File: config.mk
export PLATFORM = sky130hd
export DESIGN_NAME = snn_infer_ctrl
export DESIGN_NICKNAME = d
export VERILOG_FILES = /design/src/rtl/snn_infer_ctrl_pkg.sv /design/src/rtl/snn_argmax_scan.sv /design/src/rtl/snn_infer_ctrl.sv
export SDC_FILE = /design/constraint.sdc
export NUM_CORES = 1
export LEC_CHECK = 0
export CORE_ASPECT_RATIO = 1.5
export CORE_MARGIN = 2
export CORE_UTILIZATION = 48
export DETAILED_ROUTE_END_ITERATION = 6
export PLACE_DENSITY_LB_ADDON = 0.05
export SKIP_CTS_REPAIR_TIMING = 1
export SLEW_MARGIN = 20
export SYNTH_ARGS = -nofsm -noshare
export SYNTH_HDL_FRONTEND = slang
export SYNTH_SLANG_ARGS = --single-unit
File: constraint.sdc
create_clock -name clk_i -period 2.1 [get_ports clk_i]
set_input_delay 0.21 -clock clk_i [delete_from_list [all_inputs] [get_ports clk_i]]
set_output_delay 0.21 -clock clk_i [all_outputs]
set_load 0.05 [all_outputs]
File: src/rtl/snn_infer_ctrl_pkg.sv
// Shared definitions for the spiking-classifier inference sequencer:
// controller state encoding and network dimensions used by counters and top level.
package snn_infer_ctrl_pkg;

    localparam int unsigned NUM_CLASSES = 10;
    localparam int unsigned WIDTH_P     = 8;

    typedef enum logic [2:0] {
        StIdle   = 3'd0,
        StClear  = 3'd1,
        StRun    = 3'd2,
        StSettle = 3'd3,
        StScan   = 3'd4,
        StDone   = 3'd5
    } state_e;

endpackage

File: src/rtl/snn_argmax_scan.sv
// Serial running-max stage: one counter value per cycle, lowest index wins ties.
// Exposes next-state values so the caller can capture the final result on the last compare.
module snn_argmax_scan #(
    parameter int unsigned WIDTH_P = snn_infer_ctrl_pkg::WIDTH_P,
    parameter int unsigned SEL_W   = 4
) (
    input  logic               clk_i,
    input  logic               rst_ni,
    input  logic               load_i,
    input  logic               cmp_en_i,
    input  logic [SEL_W-1:0]   idx_i,
    input  logic [WIDTH_P-1:0] count_i,
    output logic [WIDTH_P-1:0] max_next_o,
    output logic [SEL_W-1:0]   class_next_o,
    output logic               tie_next_o
);

    logic [WIDTH_P-1:0] max_q, max_d;
    logic [SEL_W-1:0]   class_q, class_d;
    logic               tie_q, tie_d;

    always_comb begin
        max_d   = max_q;
        class_d = class_q;
        tie_d   = tie_q;
        if (load_i) begin
            max_d   = count_i;
            class_d = idx_i;
            tie_d   = 1'b0;
        end else if (cmp_en_i) begin
            if (count_i > max_q) begin
                max_d   = count_i;
                class_d = idx_i;
                tie_d   = 1'b0;
            end else if (count_i == max_q) begin
                tie_d   = 1'b1;
            end
        end
    end

    always_ff @(posedge clk_i or negedge rst_ni) begin
        if (!rst_ni) begin
            max_q   <= '0;
            class_q <= '0;
            tie_q   <= 1'b0;
        end else begin
            max_q   <= max_d;
            class_q <= class_d;
            tie_q   <= tie_d;
        end
    end

    assign max_next_o   = max_d;
    assign class_next_o = class_d;
    assign tie_next_o   = tie_d;

endmodule

File: src/rtl/snn_infer_ctrl.sv
// Inference sequencer: clear, run N timesteps, settle, then serially scan the
// output spike counters for the winning class.
module snn_infer_ctrl #(
    parameter int unsigned NUM_CLASSES = snn_infer_ctrl_pkg::NUM_CLASSES,
    parameter int unsigned WIDTH_P     = snn_infer_ctrl_pkg::WIDTH_P,
    parameter int unsigned STEP_W      = 8,
    parameter int unsigned SETTLE_CYC  = 2,
    parameter int unsigned SEL_W       = 4
) (
    input  logic               clk_i,
    input  logic               rst_ni,
    input  logic               start_i,
    input  logic               abort_i,
    input  logic [STEP_W-1:0]  num_steps_i,
    output logic               net_clear_o,
    output logic               net_en_o,
    output logic [SEL_W-1:0]   count_sel_o,
    input  logic [WIDTH_P-1:0] count_i,
    output logic               busy_o,
    output logic               done_o,
    output logic [SEL_W-1:0]   class_o,
    output logic [WIDTH_P-1:0] max_count_o,
    output logic               tie_o
);

    import snn_infer_ctrl_pkg::*;

    localparam int unsigned SetW = (SETTLE_CYC > 1) ? $clog2(SETTLE_CYC) : 1;
    localparam logic [SetW-1:0]  SettleLoad = SetW'(SETTLE_CYC - 1);
    localparam logic [SEL_W-1:0] LastIdx    = SEL_W'(NUM_CLASSES - 1);

    state_e             state_q, state_d;
    logic [STEP_W-1:0]  steps_q, steps_d;
    logic [SetW-1:0]    settle_q, settle_d;
    logic [SEL_W-1:0]   idx_q, idx_d;
    logic [SEL_W-1:0]   class_q, class_d;
    logic [WIDTH_P-1:0] max_q, max_d;
    logic               tie_q, tie_d;

    logic               scan_load, scan_en, res_load;
    logic [WIDTH_P-1:0] run_max;
    logic [SEL_W-1:0]   run_class;
    logic               run_tie;

    snn_argmax_scan #(
        .WIDTH_P (WIDTH_P),
        .SEL_W   (SEL_W)
    ) u_argmax (
        .clk_i        (clk_i),
        .rst_ni       (rst_ni),
        .load_i       (scan_load),
        .cmp_en_i     (scan_en),
        .idx_i        (idx_q),
        .count_i      (count_i),
        .max_next_o   (run_max),
        .class_next_o (run_class),
        .tie_next_o   (run_tie)
    );

    always_comb begin
        state_d     = state_q;
        steps_d     = steps_q;
        settle_d    = settle_q;
        idx_d       = idx_q;
        net_clear_o = 1'b0;
        net_en_o    = 1'b0;
        count_sel_o = '0;
        done_o      = 1'b0;
        scan_load   = 1'b0;
        scan_en     = 1'b0;
        res_load    = 1'b0;

        case (state_q)
            StIdle: begin
                if (start_i) begin
                    steps_d = num_steps_i;
                    state_d = StClear;
                end
            end
            StClear: begin
                net_clear_o = 1'b1;
                if (steps_q == '0) begin
                    settle_d = SettleLoad;
                    state_d  = StSettle;
                end else begin
                    state_d  = StRun;
                end
            end
            StRun: begin
                net_en_o = 1'b1;
                steps_d  = steps_q - STEP_W'(1);
                if (steps_q == STEP_W'(1)) begin
                    settle_d = SettleLoad;
                    state_d  = StSettle;
                end
            end
            StSettle: begin
                if (settle_q == '0) begin
                    idx_d   = '0;
                    state_d = StScan;
                end else begin
                    settle_d = settle_q - SetW'(1);
                end
            end
            StScan: begin
                count_sel_o = idx_q;
                scan_en     = 1'b1;
                scan_load   = (idx_q == '0);
                if (idx_q == LastIdx) begin
                    // Capture the post-compare running values so results are valid in DONE.
                    res_load = 1'b1;
                    idx_d    = '0;
                    state_d  = StDone;
                end else begin
                    idx_d = idx_q + SEL_W'(1);
                end
            end
            StDone: begin
                done_o  = 1'b1;
                state_d = StIdle;
            end
            default: state_d = StIdle;
        endcase

        if (abort_i && (state_q != StIdle)) begin
            state_d  = StIdle;
            res_load = 1'b0;
        end
    end

    always_comb begin
        class_d = class_q;
        max_d   = max_q;
        tie_d   = tie_q;
        if (res_load) begin
            class_d = run_class;
            max_d   = run_max;
            tie_d   = run_tie;
        end
    end

    always_ff @(posedge clk_i or negedge rst_ni) begin
        if (!rst_ni) begin
            state_q  <= StIdle;
            steps_q  <= '0;
            settle_q <= '0;
            idx_q    <= '0;
            class_q  <= '0;
            max_q    <= '0;
            tie_q    <= 1'b0;
        end else begin
            state_q  <= state_d;
            steps_q  <= steps_d;
            settle_q <= settle_d;
            idx_q    <= idx_d;
            class_q  <= class_d;
            max_q    <= max_d;
            tie_q    <= tie_d;
        end
    end

    assign busy_o      = (state_q != StIdle);
    assign class_o     = class_q;
    assign max_count_o = max_q;
    assign tie_o       = tie_q;

endmodule

==> deck_impl_summary.md <==
Physical Implementation Snapshot

Run status
  – Outcome: finished, violations left
  – Failing checks: negative setup slack

Yosys
  – Unique cell types: 54
  – Floorplan Nets: 248
  – Main area contributors: dfrtp_1 45%, mux2_4 8.3%, ha_1 7.5%

Final timing
  – Worst Skew: 12.09 ps
  – Final setup fails: 13
  – Final Hold Slack: 403.8 ps
  – Worst Slack Setup Final: -252.9 ps
  – Final hold violation count: 0

Pwr
  – Clock share of power: 15.3%
  – Reg power frac: 35.3%
  – P per Cell Area: 1087 nW/um^2
  – Leakage: 0.001463 uW

Critical path
  – Worst r2r path cells: 9
  – Crit path DAT: 2550 ps
  – Setup Crit Path Kind: flop to flop
  – FF-to-FF End: max_count_o[3]
  – Critical path origin: u_argmax.max_q[7]

Cells and area
  – Clk tree area frac: 2.849%
  – Fillers: 367
  – Most numerous logic cell after layout: dfrtp_1
  – Logic area: 1295 um^2
  – Signal buffers: 63
  – Flops: 42

Global routing
  – Gr ovfl total: 0
  – Initial antenna violation count: 0

Route
  – Top routing layer used: met4
  – WL met1: 2045 um
  – Vias per inst: 5.346
  – Drt drc: 0

Clocking
  – Htree depth: 2
  – Root Driver: clkbuf_8
## power groups by stage
stage               combinational, uW  clock [uW]  sequential [uW]
finish                           1740         542             1250
global route                     1930         606             1270
CTS                              1660         561             1240
detailed placement               1660           0             1250
global placement                 1630           0             1250
floorplan                        1260           0             1170
## cell families after synthesis
logic type                 synth area share [%]
xor gates and xnor gates                 0.3730
DFF                                       44.75
buffers and inverters                     6.020
muxes                                     12.57
adders and majority gates                 7.459
and+or+nand+nor                           14.44
AOI/OAI and AO/OA                         14.39
## registers in the layout (all words and copies together), names as in the netlist
name and flops:
max_count_o 8, class_o 4, settle_q 1, tie_o 1, state_q 3, steps_q 8
u_argmax.tie_q 1, idx_q 4, u_argmax.class_q 4, u_argmax.max_q 8
**Metal layers overlaid**

Bar = 20 um.
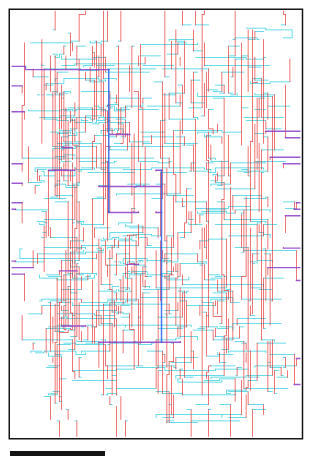
[metal 4] blue | wire length: 66.0 um
[metal 1] cyan | wire length: 2050 um
[metal 2] red | wire length: 2850 um
[metal 3] purple | wire length: 139 um
Post-Route WL: 5100 um
vias: 1839

**Pin map**

Pins as bars across the die edge, other pins in grey.
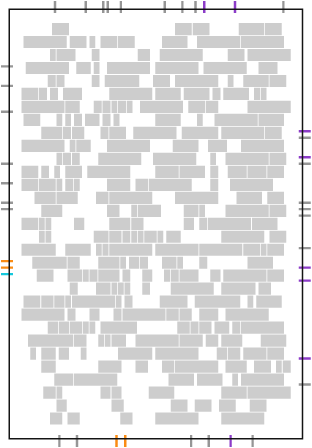
[`count_sel_o`] orange | pins: 4 | direction: output | edge: 2 west, 2 south
[`count_i`] purple | pins: 8 | direction: input | edge: 5 east, 2 north, 1 south
[`abort_i`] cyan | pins: 1 | direction: input | edge: west

**Sequential cells coloured by netlist name**

Other sequential cells in the stronger grey, the rest of the logic in the fainter grey.
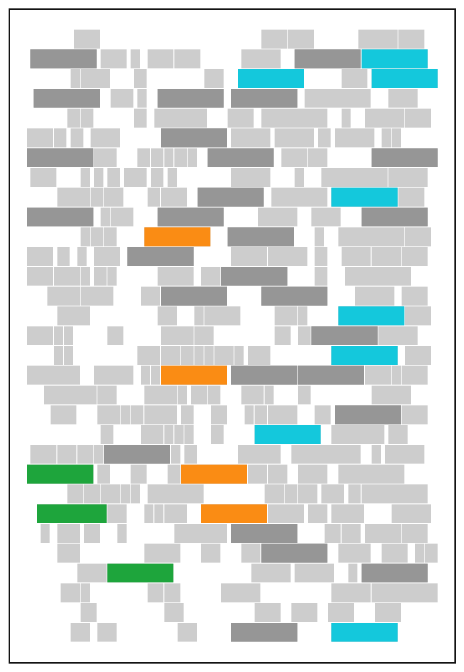
[`idx_q`] orange | flops: 4
[`state_q`] green | flops: 3
[`max_count_o`] cyan | flops: 8
not coloured: 27
Seq. pwr: 1250 uW
sequential cell area: 1052 um^2
Core Util, Final: 68.11%
fraction of area in registers: 32.38%

**Routed clock nets over the placement**

Bar = 20 um.
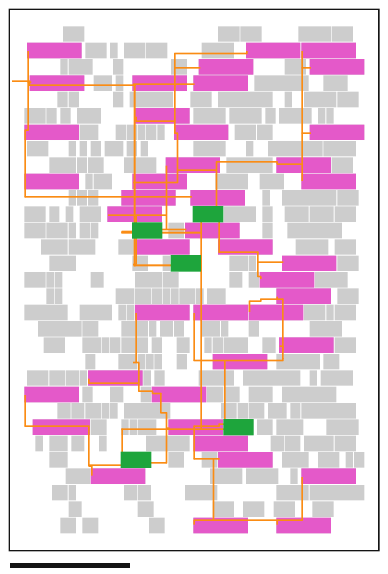
[clock wires] orange | length: 545 um
[clock drivers] green | count: 5
[flip-flops] magenta | count: 42
flops lie: widely spread

Power figures rest on the tool's default switching activity, not on a simulated workload.
